===== src/rtl/fpga_cfg_pkg.sv =====
// rtl/fpga_cfg_pkg.sv - shared row-configuration packing constants and loader state type
//
// Purpose: single source for the select-vector sizes so every row loader and
//          the row fabric agree on how the configuration image is packed.
// Ports:   none (package).

package fpga_cfg_pkg;

   function automatic int brb_bits_f(input int ww, input int fw);
      return fw * ww * 12;
   endfunction

   function automatic int bsb_bits_f(input int ww, input int fw);
      return (fw - 1) * ww * ww * 12;
   endfunction

   function automatic int lb_bits_f(input int fw);
      return (fw - 1) * 5;
   endfunction

   function automatic int cfg_bits_f(input int ww, input int fw);
      return brb_bits_f(ww, fw) + bsb_bits_f(ww, fw) + lb_bits_f(fw);
   endfunction

   function automatic int nwords_f(input int ww, input int fw, input int dw);
      return (cfg_bits_f(ww, fw) + dw - 1) / dw;
   endfunction

   localparam int WIRE_WIDTH = 3;
   localparam int FPGA_WIDTH = 5;
   localparam int CFG_DW     = 32;

   localparam int BRB_BITS = brb_bits_f(WIRE_WIDTH, FPGA_WIDTH);
   localparam int BSB_BITS = bsb_bits_f(WIRE_WIDTH, FPGA_WIDTH);
   localparam int LB_BITS  = lb_bits_f(FPGA_WIDTH);
   localparam int CFG_BITS = cfg_bits_f(WIRE_WIDTH, FPGA_WIDTH);
   localparam int NWORDS   = nwords_f(WIRE_WIDTH, FPGA_WIDTH, CFG_DW);

   typedef enum logic [2:0] {
      S_IDLE   = 3'd0,
      S_LOAD   = 3'd1,
      S_CHECK  = 3'd2,
      S_COMMIT = 3'd3,
      S_DONE   = 3'd4,
      S_ERROR  = 3'd5
   } cfg_state_t;

endpackage


===== src/rtl/fpga_row_cfg_loader_if.sv =====
// rtl/fpga_row_cfg_loader_if.sv - word-serial configuration stream interface
//
// Purpose: valid/ready stream carrying configuration words into the loader.
// Signals: in_data  - stream word
//          in_valid - in_data valid (driven by master)
//          in_ready - loader accepts a word this cycle (driven by slave)

interface fpga_row_cfg_loader_if #(
   parameter int DATA_WIDTH = 32
);
   logic [DATA_WIDTH-1:0] in_data;
   logic                  in_valid;
   logic                  in_ready;

   modport master (
      output in_data,
      output in_valid,
      input  in_ready
   );

   modport slave (
      input  in_data,
      input  in_valid,
      output in_ready
   );
endinterface


===== src/rtl/cfg_xor_accum.sv =====
// rtl/cfg_xor_accum.sv - word-wide XOR checksum accumulator
//
// Purpose: running XOR of accepted configuration words.
// Ports:   clk, rst_n - clock and synchronous active-low reset
//          clr        - zero the accumulator (wins over en)
//          en         - fold d into the accumulator
//          d          - word to fold in
//          acc        - current accumulator value

module cfg_xor_accum #(
   parameter int WIDTH = 32
) (
   input  logic             clk,
   input  logic             rst_n,
   input  logic             clr,
   input  logic             en,
   input  logic [WIDTH-1:0] d,
   output logic [WIDTH-1:0] acc
);

   always_ff @(posedge clk) begin
      if (!rst_n || clr) begin
         acc <= '0;
      end else if (en) begin
         acc <= acc ^ d;
      end
   end

endmodule


===== src/rtl/fpga_row_cfg_loader.sv =====
// rtl/fpga_row_cfg_loader.sv - checksummed, atomic configuration loader for one FPGA row
//
// Purpose: assembles NWORDS stream words into a shadow image, verifies an XOR
//          checksum word, then commits all select vectors in one cycle.
// Ports:   clk, rst_n          - clock, synchronous active-low reset
//          start, abort        - begin a load / discard the load in progress
//          cfg                 - slave side of the configuration stream
//          busy                - high in LOAD, CHECK, COMMIT
//          cfg_done            - one-cycle pulse aligned with new select outputs
//          cfg_err             - sticky checksum-mismatch flag
//          brbselect/bsbselect/lbselect - committed select vectors

module fpga_row_cfg_loader
   import fpga_cfg_pkg::*;
#(
   parameter int wire_width = 3,
   parameter int fpga_width = 5,
   parameter int DATA_WIDTH = 32,
   localparam int BRB_N = brb_bits_f(wire_width, fpga_width),
   localparam int BSB_N = bsb_bits_f(wire_width, fpga_width),
   localparam int LB_N  = lb_bits_f(fpga_width)
) (
   input  logic                    clk,
   input  logic                    rst_n,
   input  logic                    start,
   input  logic                    abort,
   fpga_row_cfg_loader_if.slave    cfg,
   output logic                    busy,
   output logic                    cfg_done,
   output logic                    cfg_err,
   output logic [BRB_N-1:0]        brbselect,
   output logic [BSB_N-1:0]        bsbselect,
   output logic [LB_N-1:0]         lbselect
);

   localparam int CFG_N = BRB_N + BSB_N + LB_N;
   localparam int NW    = nwords_f(wire_width, fpga_width, DATA_WIDTH);
   localparam int CNT_W = (NW > 1) ? $clog2(NW + 1) : 1;

   cfg_state_t             state, state_nxt;
   logic [CNT_W-1:0]       word_cnt;
   logic [CFG_N-1:0]       shadow, shadow_nxt;
   logic [DATA_WIDTH-1:0]  acc;

   logic begin_load, load_beat, check_fail, commit;

   cfg_xor_accum #(.WIDTH(DATA_WIDTH)) u_accum (
      .clk   (clk),
      .rst_n (rst_n),
      .clr   (begin_load),
      .en    (load_beat),
      .d     (cfg.in_data),
      .acc   (acc)
   );

   always_ff @(posedge clk) begin
      if (!rst_n) begin
         state <= S_IDLE;
      end else begin
         state <= state_nxt;
      end
   end

   // abort is checked before the beat so a simultaneous word is never counted.
   always_comb begin
      state_nxt    = state;
      cfg.in_ready = 1'b0;
      busy         = 1'b0;
      begin_load   = 1'b0;
      load_beat    = 1'b0;
      check_fail   = 1'b0;
      commit       = 1'b0;
      case (state)
         S_IDLE, S_DONE, S_ERROR: begin
            if (start) begin
               begin_load = 1'b1;
               state_nxt  = S_LOAD;
            end
         end
         S_LOAD: begin
            cfg.in_ready = 1'b1;
            busy         = 1'b1;
            if (abort) begin
               state_nxt = S_IDLE;
            end else if (cfg.in_valid) begin
               load_beat = 1'b1;
               if (word_cnt == CNT_W'(NW - 1)) begin
                  state_nxt = S_CHECK;
               end
            end
         end
         S_CHECK: begin
            cfg.in_ready = 1'b1;
            busy         = 1'b1;
            if (abort) begin
               state_nxt = S_IDLE;
            end else if (cfg.in_valid) begin
               if (cfg.in_data == acc) begin
                  state_nxt = S_COMMIT;
               end else begin
                  check_fail = 1'b1;
                  state_nxt  = S_ERROR;
               end
            end
         end
         S_COMMIT: begin
            busy      = 1'b1;
            commit    = 1'b1;
            state_nxt = S_DONE;
         end
         default: state_nxt = S_IDLE;
      endcase
   end

   // Word k lands at bit k*DATA_WIDTH; shifting within a CFG_N-wide vector
   // drops the unused upper bits of the final word automatically.
   always_comb begin
      logic [CFG_N-1:0] wmask;
      logic [CFG_N-1:0] wdata;
      int               shamt;
      shamt      = int'(word_cnt) * DATA_WIDTH;
      wmask      = CFG_N'({DATA_WIDTH{1'b1}}) << shamt;
      wdata      = CFG_N'(cfg.in_data) << shamt;
      shadow_nxt = (shadow & ~wmask) | (wdata & wmask);
   end

   always_ff @(posedge clk) begin
      if (!rst_n) begin
         word_cnt  <= '0;
         shadow    <= '0;
         cfg_done  <= 1'b0;
         cfg_err   <= 1'b0;
         brbselect <= '0;
         bsbselect <= '0;
         lbselect  <= '0;
      end else begin
         cfg_done <= commit;
         if (begin_load) begin
            word_cnt <= '0;
            cfg_err  <= 1'b0;
         end
         if (load_beat) begin
            word_cnt <= word_cnt + CNT_W'(1);
            shadow   <= shadow_nxt;
         end
         if (check_fail) begin
            cfg_err <= 1'b1;
         end
         if (commit) begin
            {lbselect, bsbselect, brbselect} <= shadow;
         end
      end
   end

endmodule

===== src/flat_wrapper.sv =====
// flat-port wrapper written by rule: the top's interface ports become plain ports
module fpga_row_cfg_loader_flat import fpga_cfg_pkg::*;
#(
   parameter int wire_width = 3,
   parameter int fpga_width = 5,
   parameter int DATA_WIDTH = 32,
   localparam int BRB_N = brb_bits_f(wire_width, fpga_width),
   localparam int BSB_N = bsb_bits_f(wire_width, fpga_width),
   localparam int LB_N  = lb_bits_f(fpga_width)
)
  (clk, rst_n, start, abort, busy, cfg_done, cfg_err, brbselect, bsbselect, lbselect, cfg_in_data, cfg_in_valid, cfg_in_ready);
  fpga_row_cfg_loader_if #(.DATA_WIDTH(DATA_WIDTH)) cfg_i ();
  input  logic clk;
  input  logic rst_n;
  input  logic start;
  input  logic abort;
  output logic busy;
  output logic cfg_done;
  output logic cfg_err;
  output logic [BRB_N-1:0] brbselect;
  output logic [BSB_N-1:0] bsbselect;
  output logic [LB_N-1:0] lbselect;
  input wire logic [$bits(cfg_i.in_data)-1:0] cfg_in_data;
  input wire logic [$bits(cfg_i.in_valid)-1:0] cfg_in_valid;
  output wire logic [$bits(cfg_i.in_ready)-1:0] cfg_in_ready;
  assign cfg_i.in_data = cfg_in_data;
  assign cfg_i.in_valid = cfg_in_valid;
  assign cfg_in_ready = cfg_i.in_ready;
  fpga_row_cfg_loader #(.wire_width(wire_width), .fpga_width(fpga_width), .DATA_WIDTH(DATA_WIDTH)) u_core (.clk(clk), .rst_n(rst_n), .start(start), .abort(abort), .cfg(cfg_i), .busy(busy), .cfg_done(cfg_done), .cfg_err(cfg_err), .brbselect(brbselect), .bsbselect(bsbselect), .lbselect(lbselect));
endmodule

===== config.mk =====
export PLATFORM = sky130hd
export DESIGN_NAME = fpga_row_cfg_loader_flat
export DESIGN_NICKNAME = d
export VERILOG_FILES = /design/src/rtl/fpga_cfg_pkg.sv /design/src/rtl/fpga_row_cfg_loader_if.sv /design/src/rtl/cfg_xor_accum.sv /design/src/rtl/fpga_row_cfg_loader.sv /design/src/flat_wrapper.sv
export SDC_FILE = /design/constraint.sdc
export NUM_CORES = 2
export LEC_CHECK = 0
export CORE_ASPECT_RATIO = 0.8
export CORE_UTILIZATION = 33
export DETAILED_ROUTE_END_ITERATION = 7
export PLACE_DENSITY = 0.51
export SKIP_CTS_REPAIR_TIMING = 1
export SYNTH_ARGS = -nofsm -noshare
export SYNTH_HDL_FRONTEND = slang
export SYNTH_SLANG_ARGS = --single-unit

===== constraint.sdc =====
create_clock -name clk -period 6.9 [get_ports clk]
set_clock_uncertainty 0.05 [all_clocks]
set_input_delay 1.035 -clock clk [delete_from_list [all_inputs] [get_ports clk]]
set_output_delay 1.035 -clock clk [all_outputs]
set_load 0.02 [all_outputs]

### The metal 1 layer

Bar = 100 µm. Supply wires on this layer in grey.
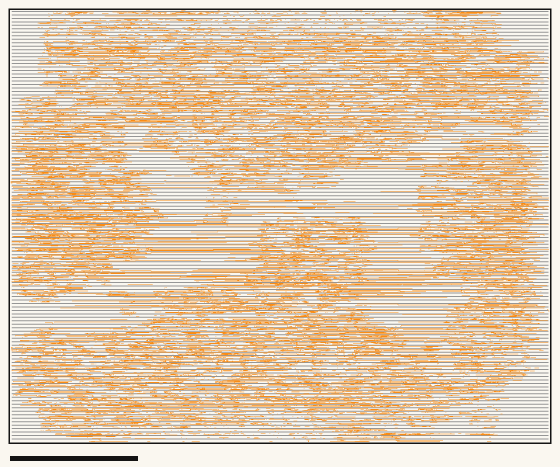
main direction: horizontal
wire length on this layer: 82.9 mm
nets with wire on the layer: 5,893
share of all routed wire: 44%
GR Layer Usage met1: 34.4%
DR vias: 42,300
wire length after detailed routing: 190,000 µm

### The metal 2 layer

Bar = 100 µm.
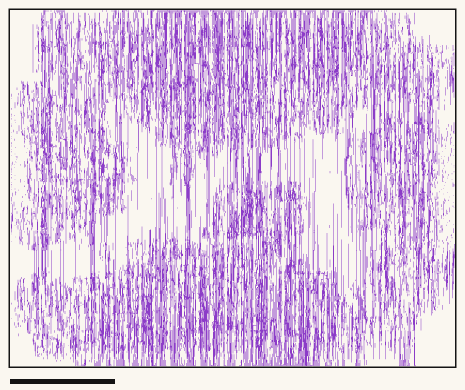
share of all routed wire: 47%
wire length on this layer: 89.4 mm
global routing usage on met2: 41.4%

==> flow_summary.rst <==
Metrics
=======

.. list-table::
   :header-rows: 1

   * - Metric
     - Value
   * - Top Usage Layer GRT
     - met2
   * - Clock power share
     - 49.3%
   * - Min Tclk post-route
     - 3.71 ns
   * - Die boundary width
     - approximately 420 µm
   * - Cell types with the highest counts after synthesis
     - sky130_fd_sc_hd__nand2_1, sky130_fd_sc_hd__dfxtp_1, sky130_fd_sc_hd__a21oi_1
   * - Cell with the most instances after synthesis
     - sky130_fd_sc_hd__nand2_1
   * - Main combinational cell family by area after synthesis
     - simple AND/OR/NAND/NOR gates
   * - GRT Residual Overflow
     - 0
   * - Met3 capacity usage during global routing
     - 3.36%
   * - H-tree depth
     - 4
   * - Std cell rows
     - 123
   * - Async set-reset flop share out of synthesis
     - 0%
   * - DRC violation count after routing
     - 0
   * - Sum of met3 wire segment lengths after detailed routing
     - 10,500 µm
   * - Critical path start-end classification
     - primary input to register
   * - Syn. warnings
     - 0
   * - Initial antenna violation count
     - 9
   * - Area share of and-or/or-and cells after synthesis
     - about 14%
   * - Total nets after synthesis
     - between 5,000 and 6,000
   * - CP cell instances
     - clkdlybuf4s50_1, or4b_4, nor2_4, nand3_2, nand2_1, a21oi_1
   * - Worst Hold Class
     - register to register
   * - Data arrival at the endpoint of the critical path
     - 4.27 ns
   * - Max-slew violation count
     - 0
   * - Number of synthesized flops with an enable pin
     - 0
   * - Fraction of synthesized area in multiplexers
     - 0%
   * - Outcome
     - finished clean
   * - Top cells by area, synth
     - sky130_fd_sc_hd__dfxtp_1, sky130_fd_sc_hd__nand2_1, sky130_fd_sc_hd__a21oi_1
   * - Tally of unique sky130hd cells used after synthesis
     - 39
   * - Met2 Wirelength
     - 89,400 µm
   * - Global-route wire length before repair
     - 272,000 µm
   * - Logic depth of the worst register-to-register path
     - 5
   * - Number of clock buffers inserted by TritonCTS
     - 139
   * - Simple logic cell fraction of the synthesized area
     - 24.1%
   * - Top Metal Used
     - met4
### M3 wires

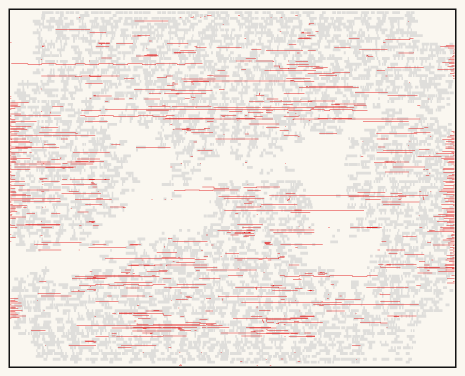
longest straight run: 173 µm
share of all routed wire: 5.5%
wire length on this layer: 10,500 µm
nets with wire on the layer: 443

==> power by group through the flow <==
stage	clock (mW)	combinational (mW)	sequential, mW
2_1_floorplan	0	0.226	7.73
3_3_place_gp	0	0.489	7.73
3_5_place_dp	0	0.489	7.73
4_1_cts	7.97	0.489	7.56
5_1_grt	8.28	0.503	7.56
6_report	7.83	0.486	7.56
==> path summary, 6_finish.rpt <==
kind | startpoint | end | slack (ns)
min | register | u_core.bsbselect[383] | 0.39
max | abort | register | 3.19
min reg2reg | register | u_core.bsbselect[383] | 0.39
max reg2reg | u_core.state[1] | register | 3.46
==> final cells by class <==
cell class,count,area [µm²]
timing repair buffer,770,7450
clock buffer,194,4030
inverter,11,48.8
fill,14100,81300
antenna,2,5.00
multi-input combinational,4078,18500
clock inverter,54,711
tap,1875,2350
sequential,1306,26100
No activity file was given, so power comes from the tool's default toggle rates.
